### src/rtl/bus_arbiter_8x3.sv
// Round-robin arbiter for eight requesters sharing one 8:1 mux path.
// Registered one-hot grant plus binary select, with an optional hold-time limit.
module bus_arbiter_8x3 #(
    parameter int unsigned MAX_HOLD = 15
) (
    input  logic       clk,
    input  logic       rst,
    input  logic [7:0] req,
    input  logic       done,
    output logic [7:0] grant,
    output logic [2:0] sel,
    output logic       valid,
    output logic       preempt
);

    localparam int unsigned N_REQ    = 8;
    localparam logic [7:0]  HOLD_SAT = (MAX_HOLD == 0) ? 8'hFF : 8'(MAX_HOLD - 1);

    typedef enum logic {
        S_IDLE  = 1'b0,
        S_GRANT = 1'b1
    } state_t;

    state_t     r_state,   w_state;
    logic [7:0] r_grant,   w_grant;
    logic [2:0] r_sel,     w_sel;
    logic       r_valid,   w_valid;
    logic       r_preempt, w_preempt;
    logic [2:0] r_ptr,     w_ptr;
    logic [7:0] r_hold,    w_hold;

    logic       w_pick_found;
    logic [2:0] w_pick_idx;
    logic [2:0] w_scan_idx;
    logic       w_timeout;

    // First requester at or above ptr, wrapping modulo 8
    always_comb begin
        w_pick_found = 1'b0;
        w_pick_idx   = r_ptr;
        w_scan_idx   = r_ptr;
        for (int i = 0; i < N_REQ; i++) begin
            w_scan_idx = r_ptr + 3'(i);
            if (!w_pick_found && req[w_scan_idx]) begin
                w_pick_found = 1'b1;
                w_pick_idx   = w_scan_idx;
            end
        end
    end

    assign w_timeout = (MAX_HOLD != 0) && (r_hold == HOLD_SAT) && ((req & ~r_grant) != 8'h00);

    always_comb begin
        w_state   = r_state;
        w_grant   = r_grant;
        w_sel     = r_sel;
        w_valid   = r_valid;
        w_preempt = 1'b0;
        w_ptr     = r_ptr;
        w_hold    = r_hold;
        case (r_state)
            S_IDLE: begin
                if (w_pick_found) begin
                    w_state = S_GRANT;
                    w_grant = 8'd1 << w_pick_idx;
                    w_sel   = w_pick_idx;
                    w_valid = 1'b1;
                    w_hold  = 8'd0;
                end
            end
            S_GRANT: begin
                // Any release cause ends in the one-cycle IDLE gap; sel keeps the last owner
                if (done || !req[r_sel] || w_timeout) begin
                    w_state   = S_IDLE;
                    w_grant   = 8'h00;
                    w_valid   = 1'b0;
                    w_ptr     = r_sel + 3'd1;
                    w_preempt = w_timeout;
                end else if (r_hold != HOLD_SAT) begin
                    w_hold = r_hold + 8'd1;
                end
            end
            default: begin
                w_state = S_IDLE;
                w_grant = 8'h00;
                w_valid = 1'b0;
            end
        endcase
    end

    always_ff @(posedge clk) begin
        if (rst) begin
            r_state   <= S_IDLE;
            r_grant   <= 8'h00;
            r_sel     <= 3'd0;
            r_valid   <= 1'b0;
            r_preempt <= 1'b0;
            r_ptr     <= 3'd0;
            r_hold    <= 8'd0;
        end else begin
            r_state   <= w_state;
            r_grant   <= w_grant;
            r_sel     <= w_sel;
            r_valid   <= w_valid;
            r_preempt <= w_preempt;
            r_ptr     <= w_ptr;
            r_hold    <= w_hold;
        end
    end

    assign grant   = r_grant;
    assign sel     = r_sel;
    assign valid   = r_valid;
    assign preempt = r_preempt;

endmodule
### config.mk
export PLATFORM = sky130hd
export DESIGN_NAME = bus_arbiter_8x3
export DESIGN_NICKNAME = d
export VERILOG_FILES = /design/src/rtl/bus_arbiter_8x3.sv
export SDC_FILE = /design/constraint.sdc
export NUM_CORES = 1
export LEC_CHECK = 0
export CAP_MARGIN = 5
export CORE_ASPECT_RATIO = 0.6
export CORE_UTILIZATION = 50
export CTS_BUF_LIST = sky130_fd_sc_hd__clkbuf_16
export CTS_CLUSTER_SIZE = 10
export DETAILED_ROUTE_END_ITERATION = 6
export GPL_TIMING_DRIVEN = 0
export PLACE_DENSITY_LB_ADDON = 0.08
export RECOVER_POWER = 50
export SYNTH_ARGS = -nofsm -noshare
export SYNTH_HDL_FRONTEND = slang
export SYNTH_SLANG_ARGS = --single-unit
### constraint.sdc
create_clock -name clk -period 3.9 [get_ports clk]
set_clock_uncertainty 0.05 [all_clocks]
set_input_delay 0.78 -clock clk [delete_from_list [all_inputs] [get_ports clk]]
set_output_delay 0.78 -clock clk [all_outputs]
set_load 0.03 [all_outputs]
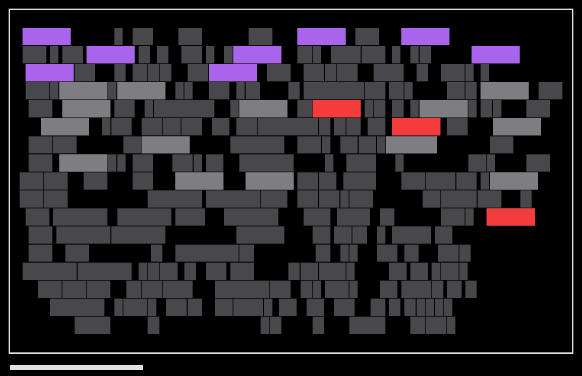
run_1/ff_map.png
Bar = 20 um. Other sequential cells in the stronger gray, the rest of the logic in the fainter gray.
| color | name in the netlist | placed flops |
|---|---|---|
| purple | r_hold | 8 |
| red | sel | 3 |
Sequential Area: 502 um^2
flip-flop and latch share of the layout cell area: 0.206
final core occ: 0.642

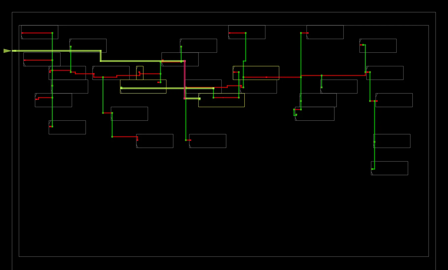
run_1/clock_nets.png
clock latency at the later pin of the worst-skew pair: 250 ps
clk pwr: 222 uW
count of clock tree sinks: 25
total clock buffers created by CTS: 3

==> impl_metrics.yaml, run 1 <==
# physical design summary
detailed_routing:
  routedLengthMet1_um: 2850
  met3WireLength_um: 459
  drt_first_pass_iters: 7
worst_setup_path:
  worstSetupEndpointType: "register"
  crit_path_max_fanout: 8
  req_time_crit_path_ps: 3960
  timing_startpoint_of_the_critical_path: "req[7]"
  r2r_slack_ps: 210
  timing.critical_path.from_type: "input pin"
  path_class: "input pin to register"
  worst-path-buf-inv: 1
synth:
  post_synth_inst_count: 218
  enable_flop_cells: 0
  syn-num-nets: 234
  flop_cell: "dfxtp_1"
global_route:
  use_met1: 0.416
  layer_with_the_highest_usage: "met1"
  first_global_vias: 1633
  grt.overflow.total: 0
  grt_antenna_before_repair: 0
  grt_pass1_wl_um: 8430
layout:
  buffer_area_frac: 0.126
  antenna_cells: 0
  nMultiInputCombCells: 165
  area_growth_pct: 18.6
  layout.area.comb_um2: 1420
floorplanning:
  ios: 24
  core_area_um2: 3790
  floorplan.rows: 17
  initial_utilization: 0.541
final_timing:
  period_needed_ps: 3780
  timing_max_transition_violations_final: 0
  period_used_share: 0.968
  worst_slew_pin_tran_ps: 1010
  worst_hold_slack_ps: 437
pwr:
  power_density_nw_per_um2: 468
  clock_power_share: 0.195
clock_network:
  tritoncts: "done"
  number_of_gates_resized_after_cts: 1
placed_design:
  routabilityCongestion: 0.840
  place.port_buffers: 23
run_status:
  status: "finished clean"
job:
  max-cap-violations: 0
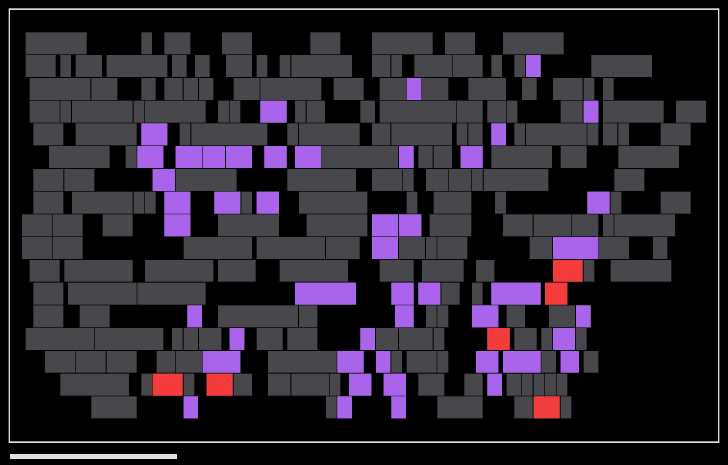
run_1/gates.png
Bar = 20 um.
| color | family | cells |
|---|---|---|
| red | non-inverting ao/oa cells | 6 |
| purple | aoi and oai cells | 47 |
Post-Layout Cell Count: 292
most frequent logic cell in the layout: dfxtp_1
multi-input gate share of the layout cell area: 0.585

run_1/pinout.png
Pins as bars across the die edge, other pins in gray.
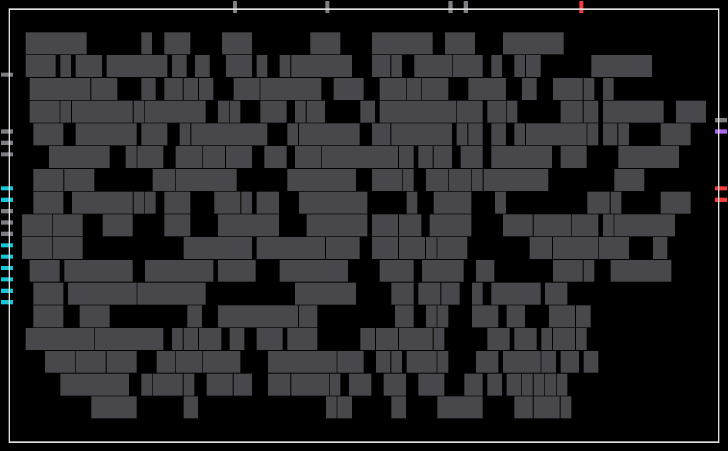

==> run 2, diff against run 1 <==
- ABC_AREA: default -> 1
- clock period: 3.9 -> 3.4 ns (I/O delays scaled with it)
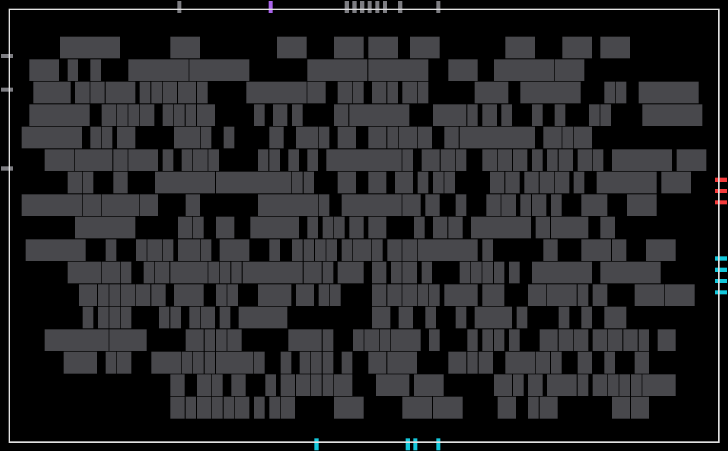
run_2/pinout.png
Pins as bars across the die edge, other pins in gray.
| color | port | pins | direction | edge |
|---|---|---|---|---|
| purple | preempt | 1 | output | top |
| red | sel | 3 | output | right |
| cyan | req | 8 | input | 4 right, 4 bottom |
all pins by edge: 10 top, 7 right, 4 bottom, 3 left
height of the die: 52.1 um
DIE WIDTH: 85.6 um
Port-buffer cells: 23

==> run 2 against run 1 <==
  * Critical path depth up 9
  * Non-clock buffer count down 6
  * Die size up 2.1%
  * Flip-flop count unchanged
  * Worst setup slack better by 140 ps
  * Total power up 79%
==> impl_metrics.yaml, run 2 <==
# physical design summary
layout:
  area_growth_pct: 17.6
  layout.cells.most_common_list: "nand2_1 (89), nand3_1 (44), inv_1 (28)"
  layout.area.comb_um2: 1410
  fin_area_um2: 2460
  seqAreaFraction: 0.203
  antenna_cells: 0
  regArea_um2: 500
  drive_gt1_frac: 0.183
  non_clock_buffer_count: 28
  postLayoutCoreUtil: 0.643
  relative_area_of_clock_buffers_and_inverters_in_the_final_design: 0.0320
  comb_area_frac: 0.573
  finish.net_count: 366
  buffer_area_frac: 0.107
  clock_buffers: 3
  layout.cells.most_common: "nand2_1"
  layout.cells.non_filler: 396
  nMultiInputCombCells: 254
pwr:
  clock_power_share: 0.128
  seq_cell_power_uw: 417
  total_power_uw: 2040
  irDropWorstVdd_uv: 432
  power_density_nw_per_um2: 829
  netSwitchingFraction: 0.545
  power_frac_comb: 0.667
  p_seq_frac: 0.204
final_timing:
  period_used_share: 0.924
  timing_max_transition_violations_final: 0
  rsz0062_at_grt: "false"
  period_needed_ps: 3140
  worst_hold_slack_ps: 414
  worst_slew_pin_tran_ps: 461
  setup_viol: 0
worst_setup_path:
  crit_path_max_fanout: 9
  r2r-end: "grant[2]"
  timing.critical_path.from_type: "register"
  path_class: "register to register"
  r2r_slack_ps: 260
  worst-path-buf-inv: 3
  cp_cell_sequence: "inv_2, ha_1, inv_2, nand3_1, nand3_1, nand2_2, nor2_4, nand3_1, inv_2, nand2_1, nand3_1, nand2_1, nand2_1, nand2_2, a21oi_2, nand4_1, a21oi_1"
  worstSetupEndpointType: "register"
  data_arrival_time_of_the_critical_path_ps: 3280
  timing_startpoint_of_the_critical_path: "r_ptr[1]"
  req_time_crit_path_ps: 3540
synth:
  ys_async_rst_share: 0
  post_synth_main_area_contributors: "dfxtp_1 (24%), nand2_1 (16%), nand3_1 (11%)"
  postSynthAreaPerCell_um2: 6.50
  flop_cell: "dfxtp_1"
  syn-num-nets: 338
  postSynthRegisterBits: 25
  synthesis.area_um2: 2090
  synth-compound-area-share: 0.125
  synth.cells.most_frequent: "nand2_1 (89), nand3_1 (44), inv_1 (27)"
  post_synth_inst_count: 322
  enable_flop_cells: 0
  netlist-cell-type-count: 40
  synthAdderAreaFrac: 0.0299
  yosys_warnings: 0
  synth.comb.largest_family: "simple AND/OR/NAND/NOR gates"
  simple_gate_area_frac: 0.502
floorplanning:
  ios: 24
  tap_cells: 47
  initial_utilization: 0.547
  core_area_um2: 3830
  floorplan.rows: 17
global_route:
  use_met1: 0.436
  grt_pass1_wl_um: 9270
  grt_start_max_net_pins: 14
  grt_antenna_before_repair: 0
  layer_with_the_highest_usage: "met1"
  grt.overflow.total: 0
  first_global_vias: 1890
  global_route.usage.total: 0.279
clock_network:
  total_clock_buffers_created_by_cts: 3
  number_of_gates_resized_after_cts: 0
  cts.sinks: 25
  clock.latency.late_pin_ps: 260
  tritoncts: "done"
job:
  max-cap-violations: 0
run_status:
  status: "finished clean"
detailed_routing:
  vias: 2256
  drt_first_pass_iters: 5
  met3WireLength_um: 632
  routedLengthMet1_um: 3040
hold_path:
  holdPathStages: 2
  hold_wc_path_type: "register to register"
placed_design:
  routabilityCongestion: 0.899
  numPlacedInstances: 392
  detailed_place.area_um2: 2380
  placement.setup.worst_slack_ps: 304
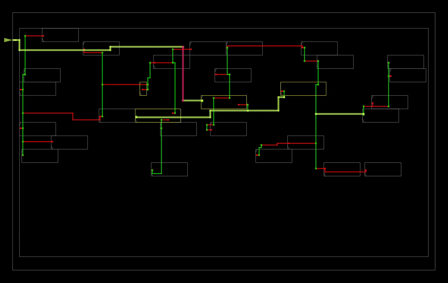
run_2/clock_nets.png
clk pwr: 262 uW
Flop Count: 25

Power is estimated from default activity; no workload was simulated.
